$ cat src/rtl/unified_mem_arbiter_if.sv
// Fetch / load-store / memory bundle for the unified memory arbiter.
// slave is the arbiter side; master is the core plus memory side.
interface unified_mem_arbiter_if #(
  parameter int AW = 32,
  parameter int DW = 32
);
  logic            if_req;
  logic [AW-1:0]   if_addr;
  logic [DW-1:0]   if_rdata;
  logic            if_ready;
  logic            d_req;
  logic            d_we;
  logic [AW-1:0]   d_addr;
  logic [DW-1:0]   d_wdata;
  logic [DW/8-1:0] d_be;
  logic [DW-1:0]   d_rdata;
  logic            d_ready;
  logic            mem_req;
  logic            mem_we;
  logic [AW-1:0]   mem_addr;
  logic [DW-1:0]   mem_wdata;
  logic [DW/8-1:0] mem_be;
  logic [DW-1:0]   mem_rdata;
  logic            mem_ack;
  logic            owner_d;
  logic            busy;

  modport slave (
    input  if_req, if_addr,
    input  d_req, d_we, d_addr,
    input  d_wdata, d_be,
    input  mem_rdata, mem_ack,
    output if_rdata, if_ready,
    output d_rdata, d_ready,
    output mem_req, mem_we,
    output mem_addr, mem_wdata,
    output mem_be,
    output owner_d, busy
  );

  modport master (
    output if_req, if_addr,
    output d_req, d_we, d_addr,
    output d_wdata, d_be,
    output mem_rdata, mem_ack,
    input  if_rdata, if_ready,
    input  d_rdata, d_ready,
    input  mem_req, mem_we,
    input  mem_addr, mem_wdata,
    input  mem_be,
    input  owner_d, busy
  );
endinterface

$ cat src/rtl/unified_mem_arbiter.sv
// Single-port memory arbiter: data first, fetch
// forced after MAX_D_STREAK data grants.
module unified_mem_arbiter #(
  parameter int AW           = 32,
  parameter int DW           = 32,
  parameter int MAX_D_STREAK = 4
) (
  input logic clk,
  input logic rst,
  unified_mem_arbiter_if.slave bus
);

  typedef enum logic [1:0] {
    IDLE    = 2'd0,
    BUSY_IF = 2'd1,
    BUSY_D  = 2'd2
  } state_t;

  localparam int BW = DW / 8;
  localparam logic [3:0] STREAK_MAX =
    4'(MAX_D_STREAK);

  state_t          state_q, state_d;
  logic [3:0]      streak_q, streak_d;
  logic            req_q, req_d;
  logic            we_q, we_d;
  logic [AW-1:0]   addr_q, addr_d;
  logic [DW-1:0]   wdata_q, wdata_d;
  logic [BW-1:0]   be_q, be_d;
  logic            own_q, own_d;
  logic            force_if;

  always_ff @(posedge clk) begin
    if (rst) begin
      state_q  <= IDLE;
      streak_q <= '0;
      req_q    <= 1'b0;
      we_q     <= 1'b0;
      addr_q   <= '0;
      wdata_q  <= '0;
      be_q     <= '0;
      own_q    <= 1'b0;
    end else begin
      state_q  <= state_d;
      streak_q <= streak_d;
      req_q    <= req_d;
      we_q     <= we_d;
      addr_q   <= addr_d;
      wdata_q  <= wdata_d;
      be_q     <= be_d;
      own_q    <= own_d;
    end
  end

  always_comb begin
    state_d  = state_q;
    streak_d = streak_q;
    req_d    = req_q;
    we_d     = we_q;
    addr_d   = addr_q;
    wdata_d  = wdata_q;
    be_d     = be_q;
    own_d    = own_q;
    force_if = bus.if_req &&
               (streak_q == STREAK_MAX);
    unique case (state_q)
      IDLE: begin
        req_d = 1'b0;
        if (bus.d_req && !force_if) begin
          state_d = BUSY_D;
          req_d   = 1'b1;
          we_d    = bus.d_we;
          addr_d  = bus.d_addr;
          wdata_d = bus.d_wdata;
          be_d    = bus.d_be;
          own_d   = 1'b1;
          // streak only grows while fetch waits
          if (!bus.if_req)
            streak_d = '0;
          else if (streak_q != STREAK_MAX)
            streak_d = streak_q + 4'd1;
        end else if (bus.if_req) begin
          state_d  = BUSY_IF;
          req_d    = 1'b1;
          we_d     = 1'b0;
          addr_d   = bus.if_addr;
          wdata_d  = '0;
          be_d     = '1;
          own_d    = 1'b0;
          streak_d = '0;
        end
      end
      BUSY_IF, BUSY_D: begin
        if (bus.mem_ack) begin
          state_d = IDLE;
          req_d   = 1'b0;
        end
      end
      default: begin
        state_d = IDLE;
        req_d   = 1'b0;
      end
    endcase
  end

  assign bus.if_ready = bus.mem_ack &&
                        (state_q == BUSY_IF);
  assign bus.d_ready  = bus.mem_ack &&
                        (state_q == BUSY_D);
  assign bus.if_rdata = bus.if_ready ?
                        bus.mem_rdata : '0;
  assign bus.d_rdata  = bus.d_ready ?
                        bus.mem_rdata : '0;

  assign bus.mem_req   = req_q;
  assign bus.mem_we    = we_q;
  assign bus.mem_addr  = addr_q;
  assign bus.mem_wdata = wdata_q;
  assign bus.mem_be    = be_q;
  assign bus.owner_d   = own_q;
  assign bus.busy      = (state_q != IDLE);

endmodule

$ cat src/flat_wrapper.sv
// flat-port wrapper written by rule: the top's interface ports become plain ports
module unified_mem_arbiter_flat 
#(
  parameter int AW           = 32,
  parameter int DW           = 32,
  parameter int MAX_D_STREAK = 4
)
  (clk, rst, bus_if_req, bus_if_addr, bus_d_req, bus_d_we, bus_d_addr, bus_d_wdata, bus_d_be, bus_mem_rdata, bus_mem_ack, bus_if_rdata, bus_if_ready, bus_d_rdata, bus_d_ready, bus_mem_req, bus_mem_we, bus_mem_addr, bus_mem_wdata, bus_mem_be, bus_owner_d, bus_busy);
  unified_mem_arbiter_if #(.AW(AW), .DW(DW)) bus_i ();
  input logic clk;
  input logic rst;
  input wire logic [$bits(bus_i.if_req)-1:0] bus_if_req;
  input wire logic [$bits(bus_i.if_addr)-1:0] bus_if_addr;
  input wire logic [$bits(bus_i.d_req)-1:0] bus_d_req;
  input wire logic [$bits(bus_i.d_we)-1:0] bus_d_we;
  input wire logic [$bits(bus_i.d_addr)-1:0] bus_d_addr;
  input wire logic [$bits(bus_i.d_wdata)-1:0] bus_d_wdata;
  input wire logic [$bits(bus_i.d_be)-1:0] bus_d_be;
  input wire logic [$bits(bus_i.mem_rdata)-1:0] bus_mem_rdata;
  input wire logic [$bits(bus_i.mem_ack)-1:0] bus_mem_ack;
  output wire logic [$bits(bus_i.if_rdata)-1:0] bus_if_rdata;
  output wire logic [$bits(bus_i.if_ready)-1:0] bus_if_ready;
  output wire logic [$bits(bus_i.d_rdata)-1:0] bus_d_rdata;
  output wire logic [$bits(bus_i.d_ready)-1:0] bus_d_ready;
  output wire logic [$bits(bus_i.mem_req)-1:0] bus_mem_req;
  output wire logic [$bits(bus_i.mem_we)-1:0] bus_mem_we;
  output wire logic [$bits(bus_i.mem_addr)-1:0] bus_mem_addr;
  output wire logic [$bits(bus_i.mem_wdata)-1:0] bus_mem_wdata;
  output wire logic [$bits(bus_i.mem_be)-1:0] bus_mem_be;
  output wire logic [$bits(bus_i.owner_d)-1:0] bus_owner_d;
  output wire logic [$bits(bus_i.busy)-1:0] bus_busy;
  assign bus_i.if_req = bus_if_req;
  assign bus_i.if_addr = bus_if_addr;
  assign bus_i.d_req = bus_d_req;
  assign bus_i.d_we = bus_d_we;
  assign bus_i.d_addr = bus_d_addr;
  assign bus_i.d_wdata = bus_d_wdata;
  assign bus_i.d_be = bus_d_be;
  assign bus_i.mem_rdata = bus_mem_rdata;
  assign bus_i.mem_ack = bus_mem_ack;
  assign bus_if_rdata = bus_i.if_rdata;
  assign bus_if_ready = bus_i.if_ready;
  assign bus_d_rdata = bus_i.d_rdata;
  assign bus_d_ready = bus_i.d_ready;
  assign bus_mem_req = bus_i.mem_req;
  assign bus_mem_we = bus_i.mem_we;
  assign bus_mem_addr = bus_i.mem_addr;
  assign bus_mem_wdata = bus_i.mem_wdata;
  assign bus_mem_be = bus_i.mem_be;
  assign bus_owner_d = bus_i.owner_d;
  assign bus_busy = bus_i.busy;
  unified_mem_arbiter #(.AW(AW), .DW(DW), .MAX_D_STREAK(MAX_D_STREAK)) u_core (.clk(clk), .rst(rst), .bus(bus_i));
endmodule
$ cat config.mk
export PLATFORM = sky130hd
export DESIGN_NAME = unified_mem_arbiter_flat
export DESIGN_NICKNAME = d
export VERILOG_FILES = /design/src/rtl/unified_mem_arbiter_if.sv /design/src/rtl/unified_mem_arbiter.sv /design/src/flat_wrapper.sv
export SDC_FILE = /design/constraint.sdc
export NUM_CORES = 1
export LEC_CHECK = 0
export ABC_AREA = 0
export CAP_MARGIN = 20
export CORE_ASPECT_RATIO = 0.5
export CORE_MARGIN = 1
export CORE_UTILIZATION = 38
export DETAILED_ROUTE_END_ITERATION = 8
export PLACE_DENSITY_LB_ADDON = 0.15
export SYNTH_ARGS = -nofsm -noshare
export SYNTH_HDL_FRONTEND = slang
export SYNTH_SLANG_ARGS = --single-unit
export TNS_END_PERCENT = 30
$ cat constraint.sdc
create_clock -name clk -period 4.3 [get_ports clk]
set_input_delay 0.86 -clock clk [delete_from_list [all_inputs] [get_ports clk]]
set_output_delay 0.86 -clock clk [all_outputs]
set_load 0.05 [all_outputs]
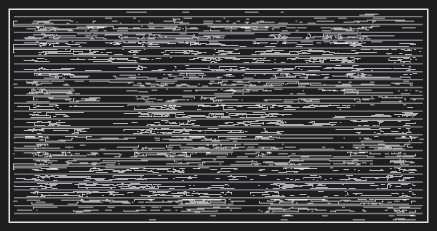
run_1/layer_met1.png
Supply wires on this layer in grey.
The wires run mostly horizontal. The longest straight run is 31.3 µm.

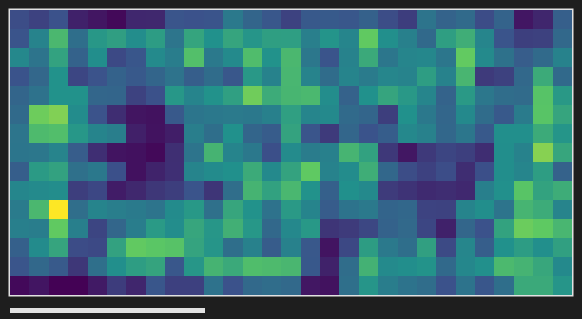
run_1/metal_density.png
Bar = 50 µm. The die is cut into 29 by 15 equal tiles; dark purple is low, yellow is high, scaled to the fullest tile. Values are wire area over tile area, all layers added.
The fullest tile reaches 0.56. The emptiest ninth of the die: left middle. 0.50% of the tiles are nearly empty. 27% of the tiles are over half the peak. The mean over all tiles is 0.22.

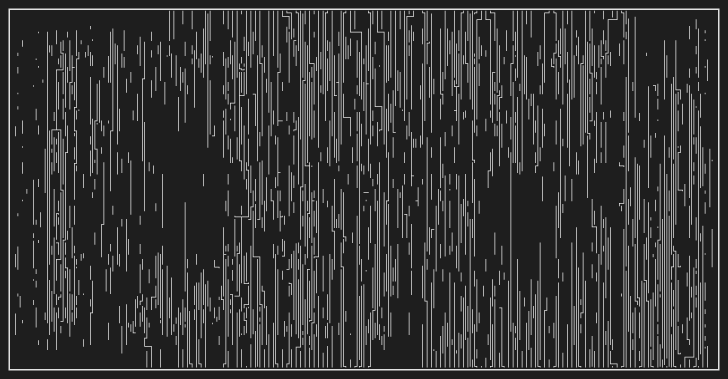
run_1/layer_met2.png
The longest straight run is 59.2 µm. The layer holds 51% of the routed length. 713 nets have wire on it.

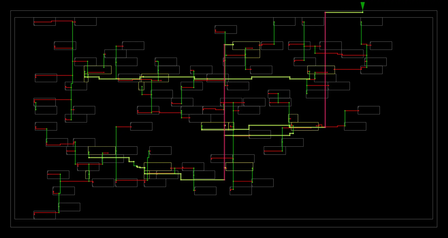
run_1/clocks.png
P_clk: 694 µW
clock buffer count: 12

==> results.sh, run 1 <==
# implementation run metrics
export IMPL_logic_area_mm2=0.00196
export IMPL_xor_share_pct=0
export IMPL_routed_wl_um=14600
export IMPL_antenna_left=0
export IMPL_clk_pin_slew_ns=0.05
export IMPL_clock_latency_late_pin_ns=0.34
export IMPL_fp_util_pct=39.9
export IMPL_final_common_cell="clkdlybuf4s50_1"
export IMPL_seq_share_pct=23.0
export IMPL_first_pass_iters=5
export IMPL_critical_path_peak_fanout=68
export IMPL_warnings=29
export IMPL_numSynthFlops=77
export IMPL_internal_power_uw=1530
export IMPL_peakVddDrop_uv=240
export IMPL_cts_buffer_depth=2
export IMPL_maxSlewViolCount=0
export IMPL_rows=25
export IMPL_timing_fmax_ghz=0.329
export IMPL_aoi_share_pct=25.5
export IMPL_grt_pass1_vias=4082
export IMPL_drc_errors=0
export IMPL_maxPowerGroup="combinational logic"
export IMPL_final_layout_size_suffix_gt1_share_pct=13.5
export IMPL_power_uw=2430
export IMPL_fin_util_pct=69.7
export IMPL_p_leak_uw=0.00283
export IMPL_viasPerCell=5.34
export IMPL_vias=4612
export IMPL_syn_area_mm2=0.00383
export IMPL_power_frac_clock_pct=28.6
export IMPL_crit_buf_inv=3
export IMPL_hold_violations=0
export IMPL_nNonClkBuffers=285
export IMPL_overflow=0
export IMPL_crit_start="bus_mem_ack"
export IMPL_comb_area_share_pct=29.3
export IMPL_hold_buffers=0
export IMPL_switching_share_pct=36.9
export IMPL_synth_nets=629
export IMPL_adder_share_pct=1.63
export IMPL_period_minus_slack_ns=3.04
export IMPL_dp_hpwl_um=9770
export IMPL_crit_path_top_delay_cell="clkdlybuf4s50_1"
export IMPL_core_area_mm2=0.00960
export IMPL_grt_max_degree=69
export IMPL_taps=135
export IMPL_cap_violations=0
export IMPL_dpl_instance_area_mm2=0.00639
export IMPL_clockRootBuffer="clkbuf_16"
export IMPL_comb_power_uw=910
export IMPL_crit_cells=4
export IMPL_seq_power_uw=824
export IMPL_final_nets=866
export IMPL_nonClkBufAreaFrac_pct=40.7
export IMPL_hold_depth=2
export IMPL_rsz0062_at_grt="no"
export IMPL_design_area_mm2=0.00669
export IMPL_ios=276
export IMPL_finalSetupTns_ns=0
export IMPL_status="complete, no violations"
export IMPL_ff2ff_setup_slack_ns=2.20
export IMPL_r2r_start="u_core.state_q[0]"
export IMPL_cts_htree_levels=3
export IMPL_hold_path_startpoint="u_core.bus.mem_wdata[6]"
export IMPL_gp_congestion=0.790
export IMPL_cp_common_cell="buf_4"
export IMPL_diodes=0
export IMPL_simple_gate_area_share_pct=23.8
export IMPL_yosysCellCount=486
export IMPL_synth_warnings=0
export IMPL_required_ns=3.44
export IMPL_logic_family="AND-OR/OR-AND gates"
export IMPL_power_density_mw_per_mm2=363
export IMPL_cts_sinks=77
export IMPL_fin_crit_sh_pct=70.7
export IMPL_relSlewSlack_pct=37.7
export IMPL_drt_iter0_markers=306
export IMPL_flops=77
export IMPL_seq_area_mm2=0.00154
export IMPL_start_kind="input pin"
export IMPL_die_width_um=144
export IMPL_fill_cells=792
export IMPL_power_switching_uw=895
export IMPL_p_seq_share_pct=33.9
export IMPL_worst_pin_slew_ns=0.935
export IMPL_cp_cell_sequence="clkdlybuf4s50_1, buf_4, and3_1, buf_4"
export IMPL_crit_arrival_ns=2.18
export IMPL_wl_per_cell_um=16.9
export IMPL_path_class="input pin to output port"
export IMPL_ys_seq_share_pct=40.2
export IMPL_ff2ff_path_depth=6
export IMPL_synthCells=486
export IMPL_grt_pass1_wl_um=21700
export IMPL_ys_area_mm2=0.00383
export IMPL_worstSetupEndpoint="bus_if_rdata[10]"
export IMPL_syn_area_per_cell_um2=7.89
export IMPL_clkCellAreaFrac_pct=4.04
export IMPL_hold_class="flip-flop to flip-flop"
run 1: Yosys cell counts:
cell / instances / area, µm²
inv_1: 7 / 26.3
nand2_1: 39 / 146
nor3_2: 2 / 20.0
nor2b_1: 2 / 12.5
and4b_1: 1 / 10.0
buf_2: 16 / 80.1
o21ai_1: 28 / 140
o211ai_1: 1 / 7.51
nand3b_1: 2 / 15.0
nor3b_1: 1 / 7.51
clkbuf_2: 2 / 10.0
a32oi_1: 1 / 8.76
nand4b_2: 1 / 15.0
buf_4: 5 / 37.5
and2_1: 2 / 12.5
nand4_1: 35 / 219
nor2_1: 1 / 3.75
a31oi_1: 34 / 213
clkbuf_1: 26 / 97.6
dfxtp_1: 77 / 1540
nand3_1: 3 / 15.0
or3_1: 1 / 6.26
buf_6: 7 / 78.8
o221a_2: 2 / 22.5
and3_1: 66 / 413
o21a_2: 1 / 8.76
a21oi_1: 72 / 360
buf_1: 3 / 11.3
nand2b_1: 1 / 6.26
o21ai_0: 40 / 200
ha_1: 5 / 62.6
nand4b_1: 1 / 8.76
o21ai_4: 1 / 16.3
run 1: per-stage QoR:
stage | worst slack [ns] | hold WS [ns] | cells
5_1_grt | 1.18 | 0.466 | 863
3_3_place_gp | 1.30 | 0.438 | 845
2_1_floorplan | 1.68 | 0.462 | 486
3_5_place_dp | 1.29 | 0.443 | 846
6_report | 1.26 | 0.449 | 863
4_1_cts | 1.29 | 0.450 | 862
run 1: tightest hold or removal path, stage by stage, from the launching register on:
cell	delay [ns]
dfxtp_1	0.30
nand2_1	0.05
a21oi_1	0.05
run 1: per-layer routing:
metal  wire [µm]  part of all wire [%]  global-route usage (%)  vias up
met5           0                     0                       0        -
met4         106                  0.73                    5.08        0
met3        1120                   7.7                    8.46       10
met2        7440                    51                    48.3      175
met1        5920                    41                    31.9     2167
li1            -                     -                       -     2260
run_1/layer_met3.png
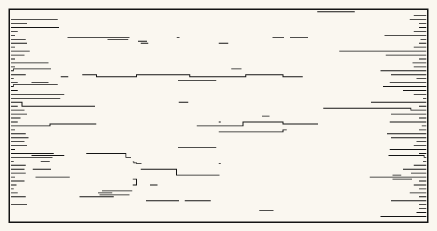

==> run 2: changes to the inputs <==
CORE_UTILIZATION = 32   (was 38)
clock period = 2.6 ns   (was 4.3 ns; I/O delays follow)
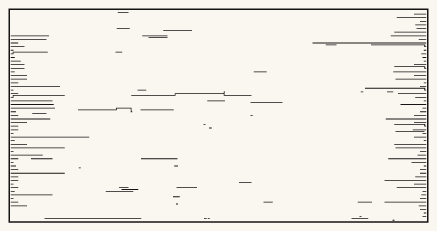
run_2/layer_met3.png
128 nets have wire on it. The layer holds 6.3% of the routed length. The wires run mostly horizontal.

==> run 2 against run 1 <==
Effect of this change: die area rose by 18%; global-route usage fell by 2.4 points; core utilization fell by 1.8 points; final cell count rose by 4.1%; area after synthesis did not move; sequential share of layout area fell by 3.0 points; largest power group unchanged; highest routed layer unchanged.
==> results.sh, run 2 <==
# implementation run metrics
export IMPL_finalSetupTns_ns=0
export IMPL_grt_max_degree=69
export IMPL_wl_per_cell_um=17.3
export IMPL_peakVddDrop_uv=372
export IMPL_chipArea_mm2=0.0124
export IMPL_hold_violations=0
export IMPL_ys_seq_share_pct=40.2
export IMPL_ys_area_mm2=0.00383
export IMPL_stdcell_count=898
export IMPL_overflow=0
export IMPL_core_area_mm2=0.0113
export IMPL_design_area_mm2=0.00768
export IMPL_grt_pass1_wl_um=23800
export IMPL_hold_path_startpoint="u_core.bus.mem_wdata[24]"
export IMPL_first_pass_iters=5
export IMPL_grt_pass1_vias=4362
export IMPL_area_delta_synth_final_pct=100
export IMPL_dp_hpwl_um=11300
export IMPL_antenna_found_initial=1
export IMPL_yosysCellCount=486
export IMPL_die_width_um=157
export IMPL_synth_warnings=0
export IMPL_top_layer_used="met4"
export IMPL_ys_types=33
export IMPL_cts_sinks=77
export IMPL_cts_setup_buffers=0
export IMPL_clockRootBuffer="clkbuf_16"
export IMPL_route_met3_wl_um=981
export IMPL_ff2ff_path_depth=6
export IMPL_synth_nets=629
export IMPL_crit_arrival_ns=1.68
export IMPL_cts_htree_levels=3
export IMPL_required_ns=2.08
export IMPL_cts_buffer_depth=2
export IMPL_cp_common_cell="buf_12"
export IMPL_numCtsBuffers=9
export IMPL_busiest_layer="met2"
export IMPL_drc_errors=0
export IMPL_path_class="input pin to output port"
export IMPL_preCtsSetupSlack_ns=0.387
export IMPL_cts_resized=0
export IMPL_cp_cell_sequence="clkdlybuf4s50_1, buf_12, and3_1, buf_12"
export IMPL_cp_top_family="buffers and inverters"
export IMPL_met1_usage_pct=29.2
export IMPL_power_density_mw_per_mm2=579
export IMPL_most_common_cell="dfxtp_1"
export IMPL_hold_depth=2
export IMPL_start_kind="input pin"
export IMPL_crit_path_top_delay_cell="clkdlybuf4s50_1"
export IMPL_wl_met1_um=6400
export IMPL_clock_latency_late_pin_ns=0.33
export IMPL_cap_violations=0
export IMPL_hold_class="flip-flop to flip-flop"
export IMPL_min_to="u_core.bus.mem_wdata[24]"
export IMPL_port_buffers=275
export IMPL_internal_power_uw=2930
export IMPL_fin_ws_ns=0.399
export IMPL_power_switching_uw=1520
export IMPL_finClkSkew_ns=0.00658
export IMPL_fp_dieH_um=79.4
export IMPL_maxSlewViolCount=0
export IMPL_met2_usage_pct=42.7
export IMPL_antenna_left=0
export IMPL_final_nets=876
export IMPL_drt_iter0_markers=320
export IMPL_reg2reg_to="u_core.bus.mem_addr[22]"
export IMPL_top_area_cell="dfxtp_1"
export IMPL_period_minus_slack_ns=2.20
export IMPL_status="complete, no violations"
export IMPL_fp_util_pct=33.9
export IMPL_numSynthFlops=77
export IMPL_switching_share_pct=34.1
export IMPL_final_common_cell="clkdlybuf4s50_1"
export IMPL_p_seq_share_pct=30.6
export IMPL_top_area_share_pct=40.2
export IMPL_dpl_instance_area_mm2=0.00733
export IMPL_warnings=29
export IMPL_relSlewSlack_pct=63.6
export IMPL_syn_area_mm2=0.00383
export IMPL_synthTopCellsByCount="77 x dfxtp_1, 72 x a21oi_1, 66 x and3_1"
export IMPL_ff2ff_setup_slack_ns=0.81
export IMPL_routed_wl_um=15500
export IMPL_timing_fmax_ghz=0.454
export IMPL_power_uw=4450
export IMPL_critical_path_peak_fanout=68
export IMPL_viasPerCell=5.17
export IMPL_whs_ns=0.450
export IMPL_rsz0062_at_grt="no"
export IMPL_fin_util_pct=67.9
export IMPL_layout_top_cells="207 x clkdlybuf4s50_1, 77 x dfxtp_1, 72 x a21oi_1"
export IMPL_cp_end_kind="output port"
export IMPL_ios=276
export IMPL_syn_area_per_cell_um2=7.89
export IMPL_synthCells=486
export IMPL_p_leak_uw=0.00309
export IMPL_async_flop_share_pct=0
export IMPL_worst_pin_slew_ns=0.544
export IMPL_setup_viol=0
export IMPL_r2r_start="u_core.streak_q[0]"
export IMPL_area_leaders="dfxtp_1 40%, and3_1 11%, a21oi_1 9.4%, nand4_1 5.7%, a31oi_1 5.5%"
export IMPL_gp_congestion=0.754
export IMPL_rows=27
export IMPL_vias=4647
export IMPL_wl_met2_um=7840
export IMPL_power_frac_clock_pct=32.7
export IMPL_hold_buffers=0
export IMPL_crit_buf_inv=3
export IMPL_fin_crit_sh_pct=84.7
export IMPL_clk_pin_slew_ns=0.06
export IMPL_cts_tree="yes"
export IMPL_dp_cells=881
export IMPL_edf_count=0
export IMPL_combPwrFrac_pct=36.7
export IMPL_grtUsageTotal_pct=24.5
export IMPL_final_layout_size_suffix_gt1_share_pct=15.0
export IMPL_synthFlopType="dfxtp_1"
export IMPL_met3_usage_pct=6.08
export IMPL_max_stage_delay_ns=0.50
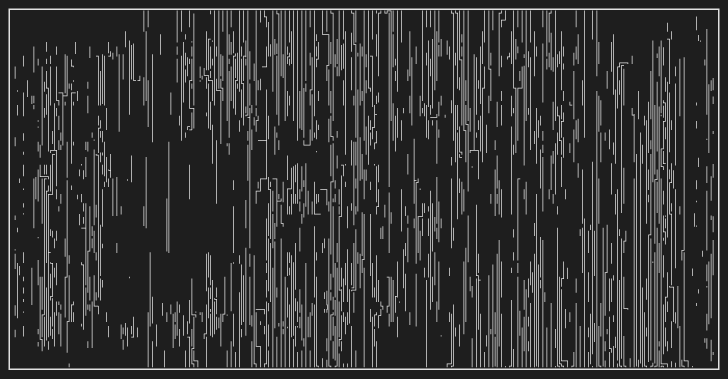
run_2/layer_met2.png
739 nets have wire on it. The layer holds 50% of the routed length. The layer carries 7,840 µm of wire. The longest straight run is 61.0 µm.

==> run 2: cell families (layout without fill, tap and decap cells) <==
kind of cell,Yosys count,after routing,share of synthesized area (%)
compound gates,180,180,25.5
simple gates,158,158,23.8
flops,77,77,40.2
buf+inv,66,318,8.91
fa+ha+maj,5,5,1.63
other cells,0,1,0
==> run 2: how the worst max path moves through the flow <==
stage | start | to | cells past startpoint | slack [ns]
2_1_floorplan | bus_mem_ack | bus_if_rdata[0] | 3 | 0.66
3_3_place_gp | bus_mem_ack | bus_d_rdata[31] | 4 | 0.43
3_5_place_dp | bus_if_req | u_core.streak_q[2] | 6 | 0.39
4_1_cts | bus_mem_ack | bus_if_rdata[19] | 4 | 0.42
5_1_grt | u_core.state_q[0] | bus_busy | 5 | 0.35
6_report | bus_mem_ack | bus_if_rdata[23] | 4 | 0.40
==> run 2: final cells by class <==
class / count / area [µm²]
Clock buffer: 10 / 239
Inverter: 7 / 26.3
Antenna cell: 1 / 2.50
Multi-Input combinational cell: 343 / 1960
Fill cell: 918 / 3630
Clock inverter: 6 / 110
Tap cell: 159 / 199
Timing Repair Buffer: 295 / 3610
Sequential cell: 77 / 1540
==> run 2: tightest hold or removal path: stages, from the launching register on <==
cell and delay [ns]:
dfxtp_1 0.31, nand2_1 0.05, a21oi_1 0.05
==> run 2: power groups by stage <==
stage               combinational [µW]  sequential [µW]  clock [µW]
floorplan                          512             1780           0
global placement                  1620             1380           0
detailed placement                1640             1380           0
CTS                               1640             1360        1480
global route                      1730             1370        1530
finish                            1630             1360        1450
Power figures rest on the tool's default switching activity, not on a simulated workload.
